`config.mk`:
```
export PLATFORM = sky130hd
export DESIGN_NAME = hv_ang_val_sample_mc
export DESIGN_NICKNAME = d
export VERILOG_FILES = /design/src/rtl/hv_ang_val_sample_mc.sv
export SDC_FILE = /design/constraint.sdc
export NUM_CORES = 1
export LEC_CHECK = 0
export CAP_MARGIN = 20
export CORE_ASPECT_RATIO = 0.75
export CORE_MARGIN = 3
export CORE_UTILIZATION = 25
export DETAILED_ROUTE_END_ITERATION = 16
export SLEW_MARGIN = 0
export SYNTH_ARGS = -nofsm -noshare
export SYNTH_HDL_FRONTEND = slang
export SYNTH_SLANG_ARGS = --single-unit
```
`constraint.sdc`:
```
create_clock -name i_clk -period 4.1 [get_ports i_clk]
set_input_delay 0.82 -clock i_clk [delete_from_list [all_inputs] [get_ports i_clk]]
set_output_delay 0.82 -clock i_clk [all_outputs]
set_load 0.01 [all_outputs]
```
`src/rtl/hv_ang_val_sample_mc.sv`:
```
// Per-channel analog readback sampler: settle, average 2^AVG_LOG2 samples, store per channel.
// Latency 1+SETL_CYC+2^AVG_LOG2+1 cycles from a valid one-hot select; any select change aborts.
module hv_ang_val_sample_mc #(
   parameter int CH_NUM   = 4,
   parameter int DW       = 8,
   parameter int SETL_CYC = 4,
   parameter int AVG_LOG2 = 2
) (
   input  logic                 i_clk,
   input  logic                 i_rst,
   input  logic [CH_NUM-1:0]    i_tm_sel,
   input  logic                 i_cont_mode,
   input  logic [CH_NUM*DW-1:0] i_ana_val,
   output logic [CH_NUM*DW-1:0] o_val_read,
   output logic [CH_NUM-1:0]    o_val_vld,
   output logic                 o_busy,
   output logic                 o_upd_pls
);

   localparam int CH_W = (CH_NUM > 1) ? $clog2(CH_NUM) : 1;
   localparam int SC_W = (SETL_CYC > 1) ? $clog2(SETL_CYC) : 1;
   localparam int AC_W = AVG_LOG2 + 1;
   localparam int AW   = DW + AVG_LOG2;
   localparam logic [SC_W-1:0] SETL_LAST = SC_W'(SETL_CYC - 1);
   localparam logic [AC_W-1:0] N_SMP     = AC_W'(1 << AVG_LOG2);

   typedef enum logic [1:0] {IDLE, SETTLE, ACCUM, DONE} state_t;

   state_t               state_q, state_d;
   logic [CH_W-1:0]      cur_ch_q, cur_ch_d;
   logic [CH_NUM-1:0]    sel_q, sel_d;
   logic [SC_W-1:0]      scnt_q, scnt_d;
   logic [AC_W-1:0]      acnt_q, acnt_d;
   logic [AW-1:0]        acc_q, acc_d;
   logic [CH_NUM*DW-1:0] val_q, val_d;
   logic [CH_NUM-1:0]    vld_q, vld_d;
   logic                 busy_q, busy_d;
   logic                 upd_q, upd_d;

   logic                 sel_ok;
   logic [CH_W-1:0]      sel_idx;
   logic [DW-1:0]        smp;

   always_comb begin
      sel_idx = '0;
      for (int k = 0; k < CH_NUM; k++) begin
         if (i_tm_sel[k]) sel_idx = CH_W'(k);
      end
      sel_ok = $onehot(i_tm_sel);
   end

   always_comb begin
      smp = '0;
      for (int k = 0; k < CH_NUM; k++) begin
         if (CH_W'(k) == cur_ch_q) smp = i_ana_val[k*DW +: DW];
      end
   end

   always_comb begin
      state_d  = state_q;
      cur_ch_d = cur_ch_q;
      sel_d    = sel_q;
      scnt_d   = scnt_q;
      acnt_d   = acnt_q;
      acc_d    = acc_q;
      val_d    = val_q;
      vld_d    = vld_q;
      upd_d    = 1'b0;

      case (state_q)
         IDLE: begin
            if (sel_ok) begin
               state_d  = SETTLE;
               cur_ch_d = sel_idx;
               sel_d    = i_tm_sel;
               scnt_d   = '0;
            end
         end
         SETTLE: begin
            if (scnt_q == SETL_LAST) begin
               state_d = ACCUM;
               acnt_d  = '0;
               acc_d   = '0;
            end else begin
               scnt_d = scnt_q + SC_W'(1);
            end
         end
         ACCUM: begin
            // Extra cycle after the last sample is the write cycle
            if (acnt_q == N_SMP) begin
               for (int k = 0; k < CH_NUM; k++) begin
                  if (CH_W'(k) == cur_ch_q) begin
                     val_d[k*DW +: DW] = acc_q[AVG_LOG2 +: DW];
                     vld_d[k]          = 1'b1;
                  end
               end
               upd_d  = 1'b1;
               acnt_d = '0;
               acc_d  = '0;
               if (!i_cont_mode) state_d = DONE;
            end else begin
               acc_d  = acc_q + AW'(smp);
               acnt_d = acnt_q + AC_W'(1);
            end
         end
         default: ;
      endcase

      // A select change discards any pending write; a new valid select restarts directly
      if (state_q != IDLE && i_tm_sel != sel_q) begin
         val_d = val_q;
         vld_d = vld_q;
         upd_d = 1'b0;
         if (sel_ok) begin
            state_d  = SETTLE;
            cur_ch_d = sel_idx;
            sel_d    = i_tm_sel;
            scnt_d   = '0;
         end else begin
            state_d = IDLE;
         end
      end

      busy_d = (state_d == SETTLE) || (state_d == ACCUM);
   end

   always_ff @(posedge i_clk or posedge i_rst) begin
      if (i_rst) begin
         state_q  <= IDLE;
         cur_ch_q <= '0;
         sel_q    <= '0;
         scnt_q   <= '0;
         acnt_q   <= '0;
         acc_q    <= '0;
         val_q    <= '0;
         vld_q    <= '0;
         busy_q   <= 1'b0;
         upd_q    <= 1'b0;
      end else begin
         state_q  <= state_d;
         cur_ch_q <= cur_ch_d;
         sel_q    <= sel_d;
         scnt_q   <= scnt_d;
         acnt_q   <= acnt_d;
         acc_q    <= acc_d;
         val_q    <= val_d;
         vld_q    <= vld_d;
         busy_q   <= busy_d;
         upd_q    <= upd_d;
      end
   end

   assign o_val_read = val_q;
   assign o_val_vld  = vld_q;
   assign o_busy     = busy_q;
   assign o_upd_pls  = upd_q;

endmodule

```
Fig. 1: run 1, signal wires by layer
Bar = 50 um.
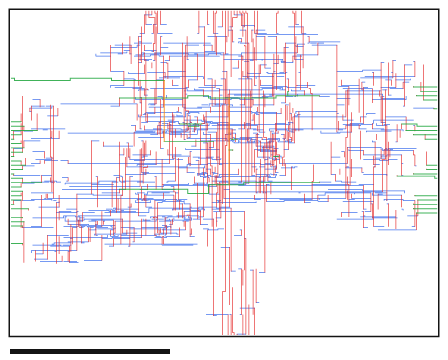
| color | layer | wire length |
|---|---|---|
| green | metal 3 | 416 um |
| blue | metal 1 | 3290 um |
| red | metal 2 | 3170 um |
| orange | metal 4 | 46.2 um |
routed len/inst: 14.0 um
gr usage total: 0.112

Fig. 2: run 1, I/O pins on the die edge
Pins as bars across the die edge, other pins in gray.
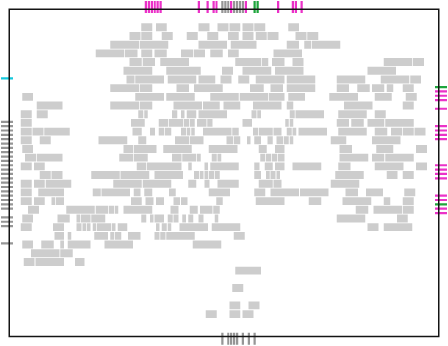
| color | port | pins | direction | edge |
|---|---|---|---|---|
| cyan | i_clk | 1 | input | left |
| green | o_val_vld | 4 | output | 2 right, 2 top |
| magenta | o_val_read | 32 | output | 16 top, 16 right |
all pins by edge: 26 left, 25 top, 18 right, 8 bottom

==> notes.md, run 1 <==
fresh numbers from the pnr run: status=finished clean, Synth Net Count=295, Final Non-Filler Cells=493, Placed Area=4020 um2, Starting Density=0.261, Basic Gates by Area=0.101, Adder Area Share=0.0619, Yosys Instances=242, CP Launch Type=flop, pwr/cell area=513 nW/um2, Max Fanout on Critical Path=13, Latency at later pin=0.33 ns, Final Cell Area=4360 um2, Combinational Power Share=0.258, antenna violations before repair=0, crit path capture=acc_q[8], hold path depth=1, Registers, synthesis=61, slew margin rel.=0.479, hold_ws=0.465 ns, leakage=1.97 nW, vias in the first global route=2262, invs w/o clock=11, clock root cell=clkbuf_16, Synth cell types=40, top logic cells by instance count in the layout=clkdlybuf4s50_1 (76), dfrtp_1 (61), mux2_2 (29), nand2_1 (16), o21ai_0 (16), average cell area after synthesis=12.7 um2, final worst-path cycle share=0.773, Post-DRT Antenna Nets=0, Worst Setup SP=cur_ch_q[0], Clock Sinks=61, Via Count=2168, Syn Std Cell Area=3070 um2, Die Ht=102 um, buffering overhead=0.178, H-Tree Depth=3, Switching Fraction=0.301, Synth warnings=0, Hold WC Path Type=flop to flop, tool warning count=27, sequential share of power=0.369
Fig. 3: run 1, cell placement
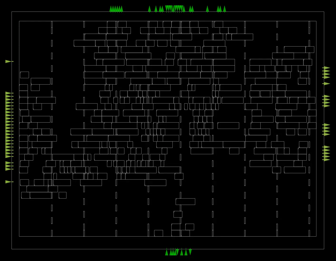
Fillers: 1159
Tap Cells: 162
num rows: 34
Util after Layout: 0.370
Seq/total area: 0.350

==> run 1: state kept, by name, summed over array words and instances, names as in the netlist <==
| register | count |
|---|---|
| acc_q | 10 |
| acnt_q | 3 |
| cur_ch_q | 2 |
| o_busy | 1 |
| o_upd_pls | 1 |
| o_val_read | 32 |
| o_val_vld | 4 |
| scnt_q | 2 |
| sel_q | 4 |
| state_q | 2 |
==> run 1: metal layers <==
metal / global-route usage / vias up / wire (um)
li1: - / 1054 / -
met1: 0.148 / 1048 / 3290
met2: 0.178 / 61 / 3170
met3: 0.0453 / 5 / 416
met4: 0.0213 / 0 / 46
met5: 0 / - / 0
==> run 1: cell usage after synthesis (2+ instances only) <==
master,number,share of area
dfrtp_1,61,0.50
mux2_2,29,0.11
nand2_1,16,0.020
o21ai_0,16,0.026
a21oi_1,12,0.020
ha_1,12,0.049
inv_1,11,0.013
mux2_4,8,0.039
mux4_2,8,0.059
nor2_1,6,0.0073
xnor2_1,6,0.017
a21o_1,4,0.0098
a22o_1,4,0.011
a31oi_1,4,0.0081
nand3_1,3,0.0049
nor2b_1,3,0.0061
nor3_1,3,0.0049
or2_2,3,0.0061
or3_1,3,0.0061
xor2_1,3,0.0086
and2_1,2,0.0041
and3_1,2,0.0041
buf_1,2,0.0024
fa_1,2,0.013
nand3b_1,2,0.0049
nand4_1,2,0.0041
nor3b_4,2,0.012
==> run 1: power groups by stage <==
stage	Sequential (W)	Combinational, W	Clock (W)
final	0.000825	0.000577	0.000835
after global routing	0.000846	0.000658	0.000890
after CTS	0.000828	0.000583	0.000858
after detailed placement	0.000839	0.000580	0
after global placement	0.000835	0.000567	0
after floorplan	0.000757	0.000485	0
Fig. 4: run 1, wires at chosen ports, followed through buffers
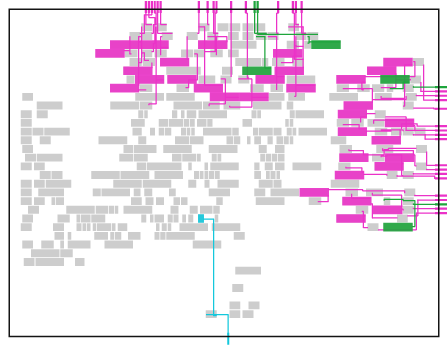

--- run 2 (diff from run 1) ---
Clock period 4.1 ns to 2.6 ns, I/O delays scaled along.
Fig. 5: run 2, wires at chosen ports, followed through buffers
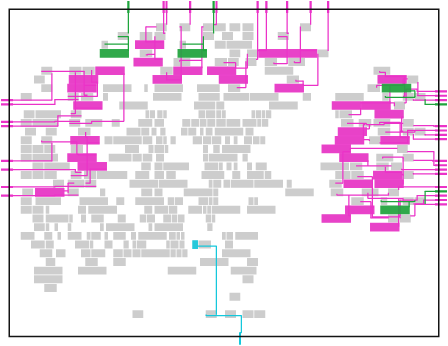
| color | port | bits | direction | edge | end cells | buffers | wire |
|---|---|---|---|---|---|---|---|
| magenta | o_val_read | 32 | output | 15 right, 9 top, 8 left | 32 | 32 | 991 um |
| cyan | i_cont_mode | 1 | input | bottom | 1 | 1 | 45.2 um |
| green | o_val_vld | 4 | output | 2 right, 2 top | 4 | 4 | 79.3 um |
# IOs: 77
Buffers on Ports: 76

Fig. 6: run 2, I/O pins on the die edge
Pins as bars across the die edge, other pins in gray.
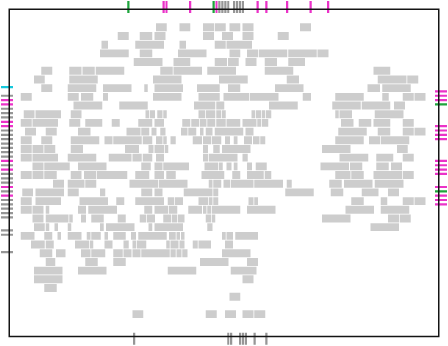
| color | port | pins | direction | edge |
|---|---|---|---|---|
| magenta | o_val_read | 32 | output | 15 right, 9 top, 8 left |
| cyan | i_clk | 1 | input | left |
| green | o_val_vld | 4 | output | 2 right, 2 top |
Die Ht: 102 um
Die W: 134 um

==> run 2 against run 1 <==
Synthesized area unchanged. Sequential share of layout area down 1.7 points. Cell area up 5.3%. Wire length up 12%. Critical path type is now primary input to flop. Combinational power up 100%. Largest cell class unchanged. Die size unchanged.
==> notes.md, run 2 <==
fresh numbers from the pnr run: Cell area leaders=dfrtp_1 (50%), mux2_2 (11%), mux4_2 (5.9%), ha_1 (4.9%), mux2_4 (3.9%), Syn Std Cell Area=3070 um2, max FFs per register=32, top-count cell post-synth=dfrtp_1, Registers, synthesis=61, status=finished clean, vias in the first global route=2522, Synth cell types=40, Synth Net Count=295, Util after Layout=0.389, Synth warnings=0, Latency at later pin=0.33 ns, routed len/inst=14.9 um, slew margin rel.=0.786, area share, top type=0.497, synth cell count leaders=dfrtp_1 (61), mux2_2 (29), nand2_1 (16), o21ai_0 (16), Final Cell Area=4590 um2, final worst-path cycle share=0.968, gr usage total=0.124, tool warning count=27, clock root cell=clkbuf_16, Post-DRT Antenna Nets=0, Clock Sinks=61, pwr/cell area=757 nW/um2, Placed Area=4290 um2, hold_ws=0.460 ns, Hold WC Path Type=primary input to async pin
[run 2: per-layer routing]
metal  global-route usage  wire length, um  vias to the layer above
met5                    0                0                        -
met3               0.0517              535                       11
li1                     -                -                     1100
met2                0.197             3510                       79
met1                0.153             3560                     1125
met4               0.0427              133                        0
[run 2: worst max-delay path, cell delays in order]
cell and delay, ns:
clkdlybuf4s50_1 0.40, mux4_2 0.50, ha_1 0.30, a21o_1 0.18, nand4_1 0.12, a31oi_1 0.14, or3_1 0.32, a32o_1 0.25
[run 2: power breakdown]
part	switching (W)	total (W)	internal, W
clock	0.000389	0.00105	0.000661
combinational	0.000545	0.00118	0.000634
sequential	0.000165	0.00124	0.00108
[run 2: final timing paths]
| path | end | slack (ns) | cells after the start |
|---|---|---|---|
| max | acc_q[7] | 0.08 | 8 |
| min | sel_q[0] | 0.46 | 2 |
| max reg2reg | acc_q[7] | 0.11 | 8 |
| min reg2reg | o_val_vld[0] | 0.46 | 1 |
| max in group asynchronous | o_val_vld[1] | 1.59 | 3 |
| min in group i_clk | o_val_vld[0] | 0.46 | 1 |
[run 2: cell type report]
cell class                      instances  area [um2]
Clock buffer                           13         250
Clock inverter                          2        10.0
Fill cell                            1151        7200
Inverter                               11        41.3
Multi-Input combinational cell        165        1490
Sequential cell                        61        1530
Tap cell                              162         203
Timing Repair Buffer                  106        1060
[run 2: cell families (layout without fill, tap and decap cells)]
group	after synthesis	after routing	synth area share
xor+xnor	9	9	0.0257
compound gates	44	44	0.0872
buf+inv	16	132	0.0224
fa+ha+maj	14	14	0.0619
simple gates	53	53	0.101
flops	61	61	0.497
mux	45	45	0.204
[run 2: repair_timing]
item / CTS / global route
resized: 1 / 14
hold buffers: 0 / 0
endpoints found under the setup margin: 2 / 13
setup buffers: 0 / 1
pin swaps: 1 / 3
Fig. 7: run 2, signal wires by layer
Bar = 50 um.
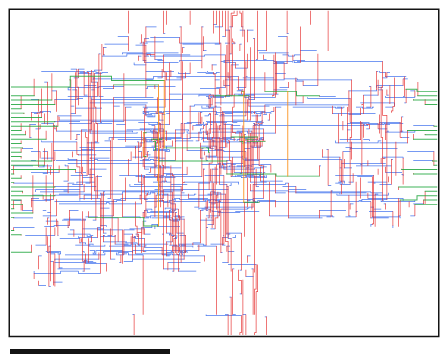

--- run 3 (diff from run 2) ---
Settings changed: CORE_MARGIN 3 to 10.
Fig. 8: run 3, signal wires by layer
Bar = 50 um.
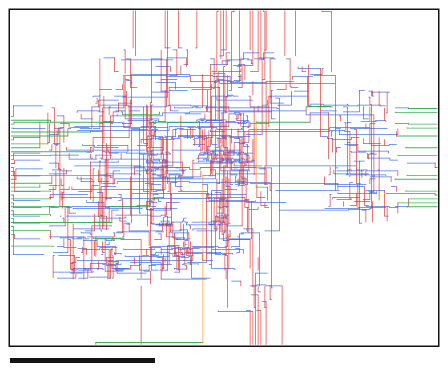
| color | layer | wire length |
|---|---|---|
| green | metal 3 | 684 um |
| orange | metal 4 | 110 um |
| blue | metal 1 | 3840 um |
| red | metal 2 | 3760 um |

Fig. 9: run 3, cell placement
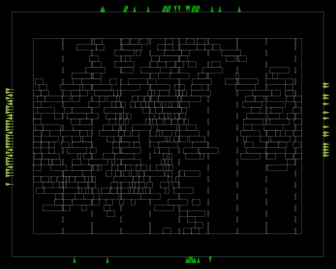
core area: 11800 um2
Final Non-Filler Cells: 521
Util after Layout: 0.390
Seq/total area: 0.333
Fillers: 1144

==> run 3 against run 2 <==
Die size grew 26%. Global-route usage shrank 2.3 points. Wire length grew 8.4%. Sequential share of layout area shrank 0.055 points. Largest cell class unchanged.
==> notes.md, run 3 <==
fresh numbers from the pnr run: status=finished clean, top-count cell post-synth=dfrtp_1, routed len/inst=16.1 um, Switching Fraction=0.316, Hold WC Path Type=flop to flop, Synth cell types=40, CP Cell Sequence=clkdlybuf4s50_1, inv_1, fa_1, inv_1, ha_1, ha_1, nor2_2, and2_4, buf_4, mux2_2, final worst-path cycle share=0.980, average cell area after synthesis=12.7 um2, WL met1=3.84 mm, Clock Power Share=0.311, Worst path slowest cell=fa_1, Combinational Power Share=0.341, Final Cell Area=4590 um2, antenna violations before repair=0, Yosys Instances=242, Hold-fix buffers, CTS=0, Comb. pwr=0.00120 W, routed wl met3=683 um, P_clk=0.00110 W, Hold Path End=o_val_vld[2], Via Count=2349, Clock Sinks=61, top logic cells by instance count in the layout=clkdlybuf4s50_1 (75), dfrtp_1 (61), mux2_2 (29), buf_4 (25), nand2_1 (16), slew margin rel.=0.772, synth cell count leaders=dfrtp_1 (61), mux2_2 (29), nand2_1 (16), o21ai_0 (16), Flop+latch power=0.00123 W, Die Ht=116 um, area share, top type=0.497, hold path depth=1, clock root cell=clkbuf_16, Worst R2R Path Depth=8, tool warning count=27, R2R Setup Slk=0.09 ns, Max Fanout on Critical Path=4, Latency at later pin=0.33 ns, internal power=0.00242 W, met2 routed WL=3.76 mm
[run 3: cell counts after synthesis]
Identical to the previous run, type by type.
[run 3: worst reg2reg max path, stage by stage, from the launching register on]
cell	delay, ns
dfrtp_1	0.38
buf_4	0.17
mux4_2	0.55
ha_1	0.30
a21o_1	0.19
nand4_1	0.12
a31oi_1	0.13
or3_1	0.32
a32o_1	0.24
[run 3: cell type report]
type / count / area, um2
clock buffers: 15 / 268
well taps: 162 / 203
flip-flops and latches: 61 / 1530
clock inverters: 1 / 5.00
inverters: 11 / 41.3
fillers: 1144 / 7190
multi-input cells: 165 / 1500
repair buffers: 106 / 1050
[run 3: how the worst max path moves through the flow]
stage                             from  cells past startpoint       end  slack, ns
after detailed placement  i_ana_val[0]                      9  acc_q[8]      -0.40
after CTS                  cur_ch_q[0]                      8  acc_q[7]       0.03
final                      i_tm_sel[1]                     10  sel_q[2]       0.05
after global placement    i_ana_val[0]                      9  acc_q[6]      -0.34
after floorplan            cur_ch_q[1]                      9  acc_q[8]       0.07
after global routing       i_tm_sel[1]                     10  sel_q[2]      -0.03
[run 3: per-layer routing]
layer | GRT usage | up-vias
met2 | 0.152 | 70
met4 | 0.0375 | 0
li1 | - | 1106
met3 | 0.0452 | 8
met5 | 0 | -
met1 | 0.125 | 1165
[run 3: kinds of logic after synthesis]
logic type | after synthesis | share of synthesized area
compound gates | 44 | 0.0872
xor+xnor | 9 | 0.0257
fa+ha+maj | 14 | 0.0619
buf+inv | 16 | 0.0224
flops | 61 | 0.497
mux | 45 | 0.204
simple gates | 53 | 0.101
[run 3: timing repair]
action | in CTS | in global routing
pin swaps | 1 | 3
buffers inserted | 0 | 2
setup endpoints to repair | 2 | 10
resized | 2 | 8
No activity file was given, so power comes from the tool's default toggle rates.
